**Supply network**

Bar = 50 um. Pins as bars on the die edge.
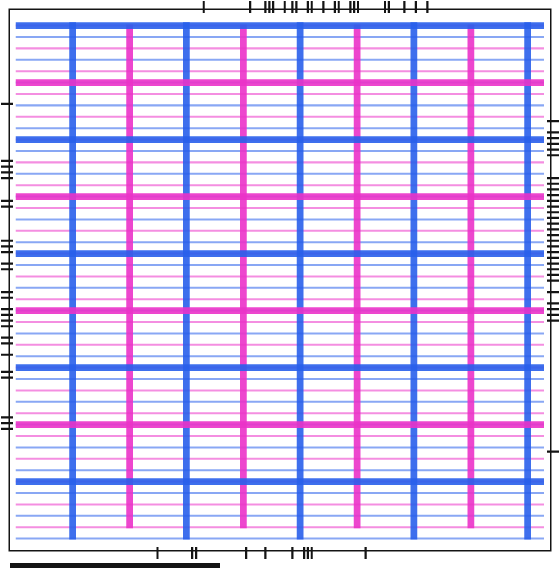
**Cell classes on the final placement**

Bar = 50 um.
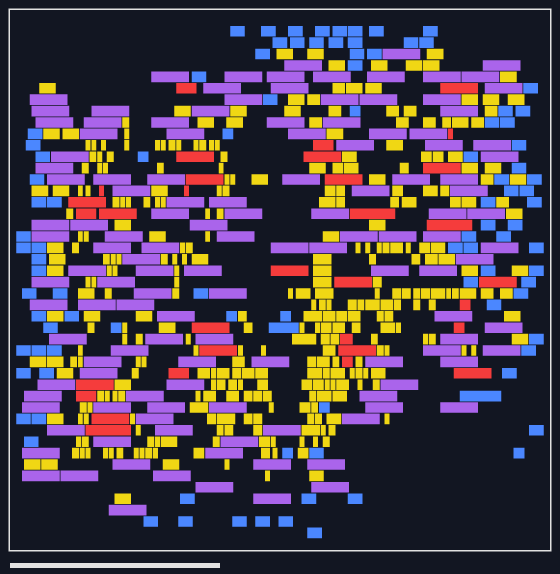
**Routed clock nets over the placement**

Bar = 50 um.
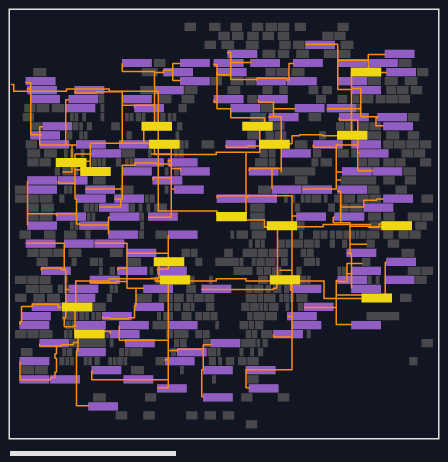
**Signal wires by layer**

Two of the layers only.
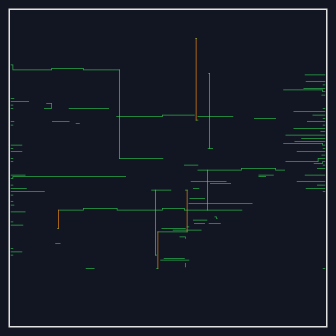
**Placed standard cells**

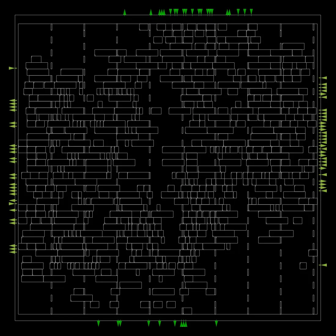
`config.mk`:
```
export PLATFORM = sky130hd
export DESIGN_NAME = lfsr_wb_sequencer
export DESIGN_NICKNAME = d
export VERILOG_FILES = /design/src/rtl/lfsr_wb_sequencer.sv
export SDC_FILE = /design/constraint.sdc
export NUM_CORES = 1
export LEC_CHECK = 0
export CAP_MARGIN = 20
export CORE_UTILIZATION = 35
export CTS_CLUSTER_SIZE = 10
export DETAILED_ROUTE_END_ITERATION = 16
export PLACE_DENSITY = 0.62
export SYNTH_ARGS = -nofsm -noshare
export SYNTH_HDL_FRONTEND = slang
export SYNTH_SLANG_ARGS = --single-unit
```
`constraint.sdc`:
```
create_clock -name i_clk -period 3.05 [get_ports i_clk]
set_input_delay 0.305 -clock i_clk [delete_from_list [all_inputs] [get_ports i_clk]]
set_output_delay 0.305 -clock i_clk [all_outputs]
set_load 0.005 [all_outputs]
```
`src/rtl/lfsr_wb_sequencer.sv`:
```
// Wishbone master for the LFSR peripheral: optional six-write seed load, then
// WORD_W single-bit reads packed MSB-first into o_word.
module lfsr_wb_sequencer #(
  parameter int WORD_W  = 32,
  parameter int TIMEOUT = 15
) (
  input  logic              i_clk,
  input  logic              i_reset_n,
  input  logic              i_start,
  input  logic              i_reseed,
  input  logic [31:0]       i_seed,
  output logic              o_busy,
  output logic [WORD_W-1:0] o_word,
  output logic              o_valid,
  output logic              o_err,
  output logic              o_wb_cyc,
  output logic              o_wb_stb,
  output logic              o_wb_we,
  output logic [2:0]        o_wb_addr,
  output logic [7:0]        o_wb_data,
  input  logic              i_wb_stall,
  input  logic              i_wb_ack,
  input  logic              i_wb_data
);

  typedef enum logic [1:0] {IDLE, ISSUE, WAIT_ACK, DONE} state_t;

  state_t            r_state, w_state_nxt;
  logic              r_reseed;
  logic [31:0]       r_seed;
  logic [5:0]        r_idx, w_idx_nxt, w_last;
  logic [7:0]        r_tmo, w_tmo_nxt;
  logic [WORD_W-1:0] r_shift, w_shift_nxt, r_word, w_word_nxt, w_shift_in;
  logic              r_cyc, w_cyc_nxt, r_stb, w_stb_nxt, r_we, w_we_nxt;
  logic [2:0]        r_addr, w_addr_nxt;
  logic [7:0]        r_data, w_data_nxt;
  logic              r_valid, w_valid_nxt, r_err, w_err_nxt, r_busy, w_busy_nxt;
  logic [11:0]       w_op;

  // {we, addr, data} for op number idx; everything past the seed load is a read of addr 0
  function automatic logic [11:0] op_decode(input logic reseed, input logic [31:0] seed,
                                            input logic [5:0] idx);
    logic       we;
    logic [2:0] addr;
    logic [7:0] data;
    we = 1'b0; addr = 3'd0; data = 8'h00;
    if (reseed && idx < 6'd6) begin
      we = 1'b1;
      case (idx)
        6'd0:    begin addr = 3'd0; data = seed[7:0];   end
        6'd1:    begin addr = 3'd1; data = seed[15:8];  end
        6'd2:    begin addr = 3'd2; data = seed[23:16]; end
        6'd3:    begin addr = 3'd3; data = seed[31:24]; end
        6'd4:    begin addr = 3'd4; data = 8'h02;       end
        default: begin addr = 3'd4; data = 8'h00;       end
      endcase
    end
    return {we, addr, data};
  endfunction

  assign w_last     = r_reseed ? 6'(WORD_W + 5) : 6'(WORD_W - 1);
  assign w_shift_in = (r_shift << 1) | WORD_W'(i_wb_data);

  always_comb begin
    w_state_nxt = r_state;
    w_idx_nxt   = r_idx;
    w_tmo_nxt   = r_tmo;
    w_shift_nxt = r_shift;
    w_word_nxt  = r_word;
    w_cyc_nxt   = r_cyc;
    w_stb_nxt   = r_stb;
    w_we_nxt    = r_we;
    w_addr_nxt  = r_addr;
    w_data_nxt  = r_data;
    w_valid_nxt = 1'b0;
    w_err_nxt   = 1'b0;
    w_op        = '0;
    case (r_state)
      IDLE: if (i_start) begin
        w_op        = op_decode(i_reseed, i_seed, 6'd0);
        w_state_nxt = ISSUE;
        w_idx_nxt   = 6'd0;
        w_shift_nxt = '0;
        w_cyc_nxt   = 1'b1;
        w_stb_nxt   = 1'b1;
        {w_we_nxt, w_addr_nxt, w_data_nxt} = w_op;
      end
      ISSUE: if (!i_wb_stall) begin
        w_stb_nxt   = 1'b0;
        w_tmo_nxt   = 8'd0;
        w_state_nxt = WAIT_ACK;
      end
      WAIT_ACK: begin
        if (i_wb_ack) begin
          if (!r_we) w_shift_nxt = w_shift_in;
          if (r_idx == w_last) begin
            // last op is always a read, so the finished word is the shifted value
            w_cyc_nxt   = 1'b0;
            w_we_nxt    = 1'b0;
            w_addr_nxt  = 3'd0;
            w_data_nxt  = 8'h00;
            w_word_nxt  = w_shift_in;
            w_valid_nxt = 1'b1;
            w_state_nxt = DONE;
          end else begin
            w_op        = op_decode(r_reseed, r_seed, r_idx + 6'd1);
            w_idx_nxt   = r_idx + 6'd1;
            w_stb_nxt   = 1'b1;
            {w_we_nxt, w_addr_nxt, w_data_nxt} = w_op;
            w_state_nxt = ISSUE;
          end
        end else if (r_tmo == 8'(TIMEOUT - 1)) begin
          w_cyc_nxt   = 1'b0;
          w_stb_nxt   = 1'b0;
          w_we_nxt    = 1'b0;
          w_addr_nxt  = 3'd0;
          w_data_nxt  = 8'h00;
          w_err_nxt   = 1'b1;
          w_state_nxt = IDLE;
        end else begin
          w_tmo_nxt = r_tmo + 8'd1;
        end
      end
      DONE:    w_state_nxt = IDLE;
      default: w_state_nxt = IDLE;
    endcase
    // busy covers the pulse cycle of o_valid / o_err as well
    w_busy_nxt = (w_state_nxt != IDLE) || w_err_nxt;
  end

  always_ff @(posedge i_clk or negedge i_reset_n) begin
    if (!i_reset_n) begin
      r_state  <= IDLE;
      r_reseed <= 1'b0;
      r_seed   <= '0;
      r_idx    <= '0;
      r_tmo    <= '0;
      r_shift  <= '0;
      r_word   <= '0;
      r_cyc    <= 1'b0;
      r_stb    <= 1'b0;
      r_we     <= 1'b0;
      r_addr   <= '0;
      r_data   <= '0;
      r_valid  <= 1'b0;
      r_err    <= 1'b0;
      r_busy   <= 1'b0;
    end else begin
      if (r_state == IDLE && i_start) begin
        r_reseed <= i_reseed;
        r_seed   <= i_seed;
      end
      r_state <= w_state_nxt;
      r_idx   <= w_idx_nxt;
      r_tmo   <= w_tmo_nxt;
      r_shift <= w_shift_nxt;
      r_word  <= w_word_nxt;
      r_cyc   <= w_cyc_nxt;
      r_stb   <= w_stb_nxt;
      r_we    <= w_we_nxt;
      r_addr  <= w_addr_nxt;
      r_data  <= w_data_nxt;
      r_valid <= w_valid_nxt;
      r_err   <= w_err_nxt;
      r_busy  <= w_busy_nxt;
    end
  end

  assign o_busy    = r_busy;
  assign o_word    = r_word;
  assign o_valid   = r_valid;
  assign o_err     = r_err;
  assign o_wb_cyc  = r_cyc;
  assign o_wb_stb  = r_stb;
  assign o_wb_we   = r_we;
  assign o_wb_addr = r_addr;
  assign o_wb_data = r_data;

endmodule

```
==> impl_metrics.ini <==
; flow metrics
[run_status]
status = finished, final reports clean

[synth]
synthXorXnorAreaFrac_pct = 1.089
ys_warn_count = 0
netlist_area_um2 = 5630
syn-mean-instance-area_um2 = 11.54
ys_sh_adder_pct = 1.556
ys_sh_aoi_pct = 7.022
synth_chip_area_um2 = 5630
syn-instance-count = 488
logic_family = multiplexers
edf_count = 0
synth_cell_types = 45
synth-seq-cells = 129
fp_nets = 534
synth_seq_share_pct = 57.33
ff_type = dfrtp_1
async_reset_ff_share_pct = 100.0
yosysCellCount = 488
synth.area.mux_share_pct = 15.49

[clock_network]
cts_tree = done
clockBufferDepth = 2
clockRootBuffer = clkbuf_16
postCtsHoldBufs = 0
clk_latency_ns = 0.41
cts.sinks = 129
htreeDepth = 4
clk_pin_slew_ns = 0.06
ctsResizeCount = 0

[worst_setup_path]
cp_slowest_cell = a311o_1
critPathTopFamily = AND-OR/OR-AND gates
rrSetupSlack_ns = 0.65
max_stage_delay_ns = 0.86
crit_fanout = 21
crit_cells = 7
crit_path_cell_trace = inv_1 -> ha_1 -> nand4b_1 -> or2_1 -> a311o_1 -> mux2i_1 -> o31ai_1
required_ns = 3.30
crit_path_end = o_wb_data[3]$_DFFE_PN0P_
worst_r2r_path_depth = 7
startpoint_type = flop
r2r_start = r_tmo[0]$_DFFE_PN0P_
startpoint = r_tmo[0]$_DFFE_PN0P_
reg2reg_to = o_wb_data[3]$_DFFE_PN0P_
path_class = reg -> reg

[placed_design]
place_hpwl_um = 8214
port_buffers = 87
post_dp_cell_area_um2 = 6703
place_congestion = 0.8108

[grt]
grt_pass1_wl_um = 21620
antenna_found_initial = 0
grt_overflow = 0
grt_pass1_vias = 4206
grt_util_all_layers_pct = 16.93

[drt]
first_pass_iters = 5
initialDrtViolationCount = 214
avgViaCountPerCell = 5.112
wl_per_cell_um = 16.22
finalWirelength_um = 12890
ant_nets = 0

[final_layout]
final-seq-area_um2 = 3228
layout.cells.most_common = dfrtp_1
drive_above_1_share_pct = 18.66
nNetsFinal = 617
clock_area_share_pct = 8.509
num_antenna_cells = 0
inv_count = 4
flops = 129
logic_gate_count = 321
final-comb-area_um2 = 2247
synthToLayoutAreaGrowth_pct = 30.84
num-clock-buffers = 25
final_layout_top_logic_cells = 129 x dfrtp_1, 86 x clkdlybuf4s50_1, 78 x nand2_1, 64 x mux2_2, 36 x nand3_1
num-nonclk-buffers = 98
nonClkBufAreaFrac_pct = 13.38
sh_comb_area_pct = 30.50

[flow_run]
maxCapViolCount = 0
warnings = 31

[timing]
finalHoldViolations = 0
fin_crit_sh_pct = 78.65
max_freq_mhz = 416.9
finalClockSkew_ns = 0.007013
tns_ns = 0
worst_slew_pin_slew_ns = 1.033
slew_viol_final = 0
rsz0062_at_grt = false
fin_crit_ns = 2.399
finalSetupViolCount = 0

[floorplan]
pin_count = 88
fp_util_pct = 36.50
core_um2 = 15430
die_area_um2 = 16600

[hold_path]
min_path_type = in -> async

[pwr]
p_leak_nw = 3.437
## Picture notes: 'supply network'
VDD -> magenta
VSS -> blue
met1 rails = 46
signal pins = 88
rows = 45
met4 straps = 9
met5 straps = 9
Peak supply drop: 480.7 uV
Die X: 128.8 um

## Picture notes: 'cell classes on the final placement'
remaining buffers and delay cells -> blue  # cells 98, share of their area 14%
sequential cells -> purple  # cells 129, share of their area 45%
combinational and other logic -> yellow  # cells 325, share of their area 32%
clock drivers and dummy loads -> red  # cells 32, share of their area 8.8%

## Picture notes: 'routed clock nets over the placement'
clock drivers -> yellow  # count 17
flip-flops -> purple  # count 129
clock wires -> orange  # length 1750 um
routed clock nets = 18
clock network power share: 35.8%
clk pwr: 2.13 mW

## Picture notes: 'signal wires by layer'
metal 3 -> green  # wire length 753 um
metal 4 -> orange  # wire length 182 um

## Picture notes: 'placed standard cells'
# Taps: 211
Rows: 45
filler cell count: 1386
flop share of the area: 43.82%

-- stage by stage --
stage                     worst slack, ns  total power [mW]  hold slack (ns)  utilization (%)  std cells
after floorplan                     1.022             3.285         0.009409                -        488
after global placement             0.7167             3.813           0.4712            43.45        761
after detailed placement           0.6251             3.863           0.4785            43.45        761
after CTS                          0.6352             6.022           0.1151            47.51        793
after global routing               0.4211             6.283           0.4489            47.75        795
final                              0.6513             5.964           0.4129            47.75        795
-- power breakdown --
part	internal, mW	switching, mW	total (mW)
combinational	0.738	0.744	1.48
clock	1.40	0.736	2.13
sequential	2.07	0.279	2.35
-- synth_stat cells, drive strengths merged, types with 4 or more instances --
| cell type | instances | area, um2 |
|---|---|---|
| dfrtp | 129 | 3228 |
| nand2 | 78 | 292.8 |
| mux2 | 65 | 732.0 |
| nand3 | 36 | 180.2 |
| clkbuf | 20 | 75.07 |
| nor2 | 18 | 67.56 |
| buf | 14 | 75.07 |
| mux2i | 14 | 140.1 |
| o21ai | 12 | 60.06 |
| a22o | 10 | 87.58 |
| and3 | 9 | 56.30 |
| a221oi | 8 | 70.07 |
| nand4 | 8 | 50.05 |
| o31ai | 8 | 60.06 |
| ha | 7 | 87.58 |
| xor2 | 7 | 61.31 |
| a21oi | 5 | 25.02 |
| nor3 | 5 | 36.29 |
| inv | 4 | 15.01 |
| nor3b | 4 | 30.03 |
| or3 | 4 | 25.02 |
-- registers in the layout (all words and copies together) (netlist names), 2 cells and up --
signal and count:
o_word 32, r_seed 32, r_shift 31, o_wb_data 8, r_tmo 8, r_idx 6, o_wb_addr 3, r_state 2
-- metal layers --
metal	wire length, um	up-vias	GRT usage (%)
met2	5926	130	25.44
met3	753	17	6.237
met1	6031	2028	22.53
met5	0	-	0
li1	-	1889	-
met4	182	0	5.744
No activity file was given, so power comes from the tool's default toggle rates.
